<file path="config.mk">
export PLATFORM = sky130hd
export DESIGN_NAME = register_file_dumper
export DESIGN_NICKNAME = d
export VERILOG_FILES = /design/src/rtl/register_file_dumper.sv
export SDC_FILE = /design/constraint.sdc
export NUM_CORES = 1
export LEC_CHECK = 0
export ABC_CLOCK_PERIOD_IN_PS = 1980
export CORE_MARGIN = 2
export CORE_UTILIZATION = 39
export DETAILED_ROUTE_END_ITERATION = 10
export HOLD_SLACK_MARGIN = 0.1
export PLACE_DENSITY = 0.76
export SLEW_MARGIN = 30
export SYNTH_ARGS = -nofsm -noshare
export SYNTH_HDL_FRONTEND = slang
export SYNTH_SLANG_ARGS = --single-unit
</file>
<file path="constraint.sdc">
create_clock -name clk -period 1.98 [get_ports clk]
set_input_delay 0.396 -clock clk [delete_from_list [all_inputs] [get_ports clk]]
set_output_delay 0.396 -clock clk [all_outputs]
set_load 0.05 [all_outputs]
</file>
<file path="src/rtl/register_file_dumper.sv">
// register_file_dumper: debug-side reader for the pipeline register file.
// On start it freezes the core, lets in-flight writebacks drain, then walks
// registers FIRST_INDEX..LAST_INDEX through a dedicated read port and streams
// each value out over valid/ready, tagged with its index.
module register_file_dumper #(
  parameter int FIRST_INDEX  = 0,
  parameter int LAST_INDEX   = 31,
  parameter int DRAIN_CYCLES = 4
) (
  input  logic        clk,
  input  logic        resetN,
  input  logic        start,
  input  logic        abort,
  output logic        busy,
  output logic        freezePipeline,
  output logic        done,
  output logic [4:0]  readRegisterIndex,
  input  logic [31:0] readRegisterData,
  output logic        dumpValid,
  input  logic        dumpReady,
  output logic [31:0] dumpData,
  output logic [4:0]  dumpIndex,
  output logic        dumpLast
);

  localparam logic [2:0] S_IDLE  = 3'd0;
  localparam logic [2:0] S_DRAIN = 3'd1;
  localparam logic [2:0] S_READ  = 3'd2;
  localparam logic [2:0] S_SEND  = 3'd3;
  localparam logic [2:0] S_DONE  = 3'd4;

  localparam logic [4:0] FIRST_IDX  = 5'(FIRST_INDEX);
  localparam logic [4:0] LAST_IDX   = 5'(LAST_INDEX);
  localparam logic [3:0] DRAIN_LOAD = 4'(DRAIN_CYCLES - 1);

  logic [2:0]  r_state;
  logic [2:0]  w_state_nxt;
  logic [4:0]  r_index;
  logic [3:0]  r_drain_cnt;
  logic [31:0] r_data;
  logic [4:0]  r_dump_idx;
  logic        r_last;

  logic w_start_ok;
  logic w_accept;
  logic w_at_last;

  // A handshake that coincides with abort does not count as delivered.
  assign w_start_ok = (r_state == S_IDLE) && start && !abort;
  assign w_accept   = (r_state == S_SEND) && dumpReady && !abort;
  assign w_at_last  = (r_index == LAST_IDX);

  // Next-state decode; abort wins over everything outside IDLE.
  always_comb begin
    w_state_nxt = r_state;
    case (r_state)
      S_IDLE:  if (w_start_ok) w_state_nxt = S_DRAIN;
      S_DRAIN: begin
        if (abort)                   w_state_nxt = S_IDLE;
        else if (r_drain_cnt == 4'd0) w_state_nxt = S_READ;
      end
      S_READ:  w_state_nxt = abort ? S_IDLE : S_SEND;
      S_SEND: begin
        if (abort)         w_state_nxt = S_IDLE;
        else if (w_accept) w_state_nxt = w_at_last ? S_DONE : S_READ;
      end
      S_DONE:  w_state_nxt = S_IDLE;
      default: w_state_nxt = S_IDLE;
    endcase
  end

  // State register.
  always_ff @(posedge clk or negedge resetN) begin
    if (!resetN) r_state <= S_IDLE;
    else         r_state <= w_state_nxt;
  end

  // Drain counter and register walk index.
  always_ff @(posedge clk or negedge resetN) begin
    if (!resetN) begin
      r_drain_cnt <= 4'd0;
      r_index     <= 5'd0;
    end else begin
      if (w_start_ok) begin
        r_drain_cnt <= DRAIN_LOAD;
        r_index     <= FIRST_IDX;
      end else if (r_state == S_DRAIN && !abort && r_drain_cnt != 4'd0) begin
        r_drain_cnt <= r_drain_cnt - 4'd1;
      end
      // Never steps past LAST_IDX, so the 5-bit index cannot wrap.
      if (w_accept && !w_at_last) r_index <= r_index + 5'd1;
    end
  end

  // Capture the read-port word; held untouched through SEND until accepted.
  always_ff @(posedge clk or negedge resetN) begin
    if (!resetN) begin
      r_data     <= 32'd0;
      r_dump_idx <= 5'd0;
      r_last     <= 1'b0;
    end else if (r_state == S_READ && !abort) begin
      r_data     <= readRegisterData;
      r_dump_idx <= r_index;
      r_last     <= w_at_last;
    end
  end

  assign busy              = (r_state != S_IDLE);
  assign freezePipeline    = (r_state == S_DRAIN) || (r_state == S_READ) ||
                             (r_state == S_SEND);
  assign done              = (r_state == S_DONE) && !abort;
  assign dumpValid         = (r_state == S_SEND);
  assign readRegisterIndex = r_index;
  assign dumpData          = r_data;
  assign dumpIndex         = r_dump_idx;
  assign dumpLast          = r_last;

endmodule
</file>
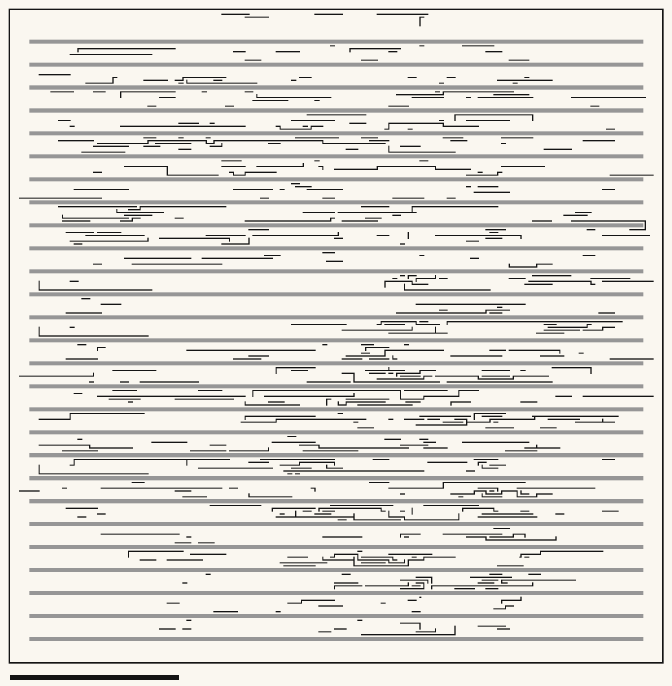
(signal wires on met1)
Scale bar: 20 µm. Supply wires on this layer in grey.
- main direction: horizontal
- nets with wire on the layer: 235
- share of all routed wire: 42%
- longest straight run: 20.7 µm
- wire length on this layer: 1,870 µm

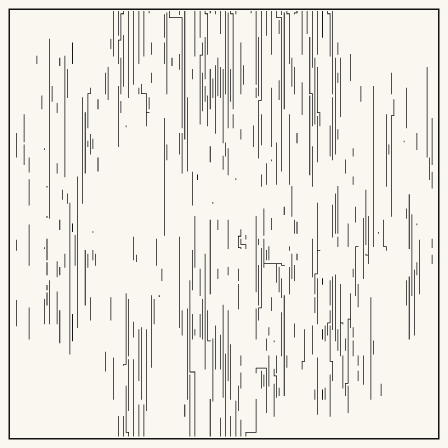
(metal 2)
- share of all routed wire: 50%
- wire length on this layer: 2,220 µm
- nets with wire on the layer: 260
- main direction: vertical
- longest straight run: 32.3 µm

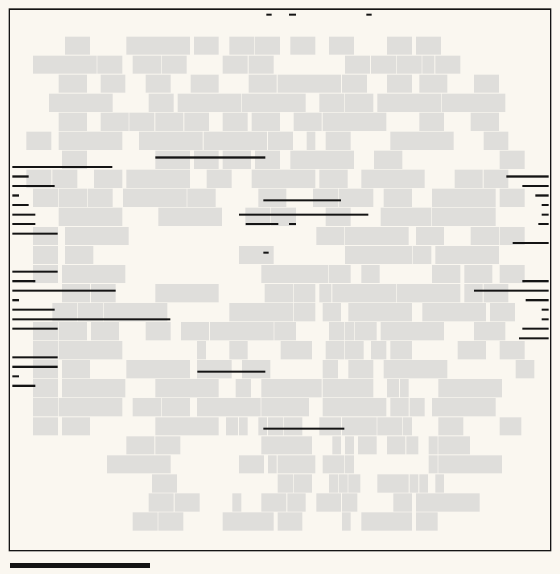
(the metal 3 layer)
Scale bar: 20 µm.
- wire length on this layer: 227 µm
- longest straight run: 22.3 µm

==> results.json <==
{
  "outcome": "finished clean",
  "ant_nets": 0,
  "synth_nets": 186,
  "drc": 0,
  "syn_area_mm2": 0.00209,
  "final_cell_area_mm2": 0.00321,
  "flop_cell": "dfrtp_1",
  "p_int_uw": 2560,
  "hold_viol_final": 0,
  "dp_hpwl_mm": 3.33,
  "seqPwrFrac_pct": 34.2,
  "slew_headroom_pct": 64.8,
  "vias": 1485,
  "ys_sh_aoi_pct": 3.24,
  "drive_gt1_share_pct": 29.6,
  "clockRootBuffer": "clkbuf_8",
  "path_cells": "clkdlybuf4s50_1",
  "clkLatencyLatePin_ns": 0.30,
  "min_from": "dumpData[11]$_DFFE_PN0P_",
  "warning_count": 26,
  "netlist_instances": 146,
  "maxCapViolations": 0,
  "dieArea_mm2": 0.00596,
  "worst-path-buf-inv": 1,
  "synth.area.top_cells": "dfrtp_1 60%, mux2_2 21%, ha_1 1.8%",
  "cp_slowest_cell": "clkdlybuf4s50_1",
  "hold_end": "dumpData[11]$_DFFE_PN0P_",
  "coreArea_mm2": 0.00514,
  "routed_wl_mm": 4.45,
  "clockBufferDepth": 2,
  "synth.area.mux_share_pct": 22.0,
  "critPathCaptureType": "primary output",
  "fmax_ghz": 0.533,
  "post-place-ws_ns": -0.142,
  "track_usage_pct": 15.9,
  "lay_top_cells": "73 x clkdlybuf4s50_1, 48 x dfrtp_1, 39 x mux2_2",
  "synth_sequential_area_ratio_pct": 59.9,
  "pwr-share-comb_pct": 53.5,
  "ir_drop_mv": 0.824,
  "ys_warn_count": 0,
  "cp.arrival_ns": 1.48,
  "worstMarginPinSlew_ns": 0.526,
  "async_reset_ff_share_pct": 100,
  "reg2reg_depth": 7,
  "pwr-share-clk_pct": 12.3,
  "path_class": "flop to primary output",
  "grt.overflow.total": 0,
  "path_max_fanout": 2,
  "setup_viol": 0,
  "synth_area_per_cell_um2": 14.3,
  "holdPathStages": 1,
  "routedWlPerCell_um": 14.2,
  "switching_share_pct": 44.4,
  "ys_sh_simple_pct": 9.47,
  "cpPeakStageDelay_ns": 0.81,
  "top_logic_kind": "multiplexers",
  "cpLargestDelayFamily": "buffers and inverters",
  "hold_class": "flop to flop",
  "die_height_um": 77.2,
  "fin_util_pct": 62.4,
  "synth-edff-count": 0,
  "path_clk_slew_ns": 0.09,
  "areaGrowthSynthToFinish_pct": 53.6,
  "cts_setup_buffers": 0,
  "p_per_area_mw_per_mm2": 1430,
  "grt_pass1_wl_mm": 7.52,
  "rsz0062_at_grt": "false",
  "power_uw": 4600,
  "power.switching_uw": 2050,
  "grt_pass1_vias": 1554
}
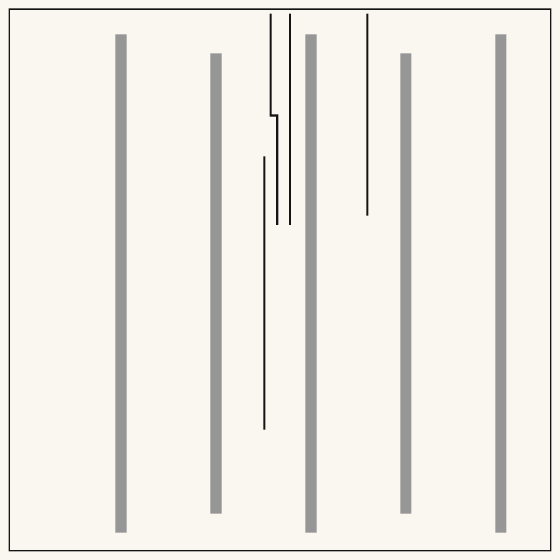
(met4 routing)
Supply wires on this layer in grey.
- main direction: vertical
- longest straight run: 38.8 µm
- nets with wire on the layer: 4
- share of all routed wire: 2.9%

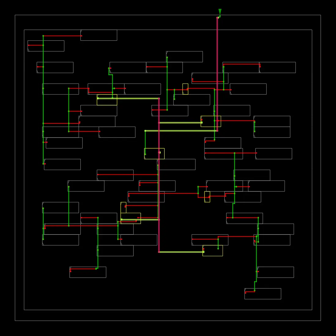
(clock wiring as the flow saved it)
clkbuf count: 8
Num CTS Buffers: 5
clock skew: 0.00765 ns
final sequential cell count: 50
Sink Count: 50

-- synthesized netlist by cell type (2+ instances only) --
cell     count
buf_2        4
nor2_1       9
nor4b_1      2
xnor2_1      2
nand3_1      2
buf_6        2
inv_1        2
and3_1       2
mux2_2      39
dfrtp_1     50
a22o_1       4
mux2i_1      2
nand2_1      7
ha_1         3
-- sequential cells by signal, summed over array words and instances, names as in the netlist --
| register | flops |
|---|---|
| r_state | 3 |
| r_drain_cnt | 4 |
| dumpIndex | 5 |
| readRegisterIndex | 5 |
| dumpData | 32 |
| dumpLast | 1 |
-- worst reg2reg max path, cell delays in order, from the launching register on --
cell     delay, ns
dfrtp_2       0.43
ha_4          0.16
and3_1        0.18
ha_1          0.23
nor4b_4       0.29
buf_4         0.18
mux2i_1       0.18
a22o_1        0.13
-- worst max path at each step --
stage	endpoint	cells past startpoint
final	dumpLast	1
after CTS	readRegisterIndex[3]	1
after floorplan	readRegisterIndex[0]$_DFFE_PN0P_	6
after global placement	dumpData[12]$_DFFE_PN0P_	5
after global routing	done	4
after detailed placement	dumpData[0]$_DFFE_PN0P_	5
-- metal layers --
metal,vias to the layer above,share of wire (%),track usage (%)
met5,-,0,0
met4,0,2.9,7.14
met3,11,5.1,4.35
met2,44,50,25.0
met1,723,42,20.4
li1,707,-,-
-- power groups by stage --
stage	registers (µW)	logic, µW	clock network [µW]
floorplan	2710	461	0
global placement	1590	2450	0
detailed placement	1590	2480	0
CTS	1580	2490	585
global route	1630	2560	634
finish	1580	2460	564
-- layout make-up --
class,count,area [µm²],share of cell area (%)
Clock buffer,8,80.1,2.50
Inverter,2,7.51,0.234
Multi-Input combinational cell,87,807,25.2
Sequential cell,50,1250,39.1
Tap cell,70,87.6,2.73
Timing Repair Buffer,96,972,30.3
Power figures rest on the tool's default switching activity, not on a simulated workload.
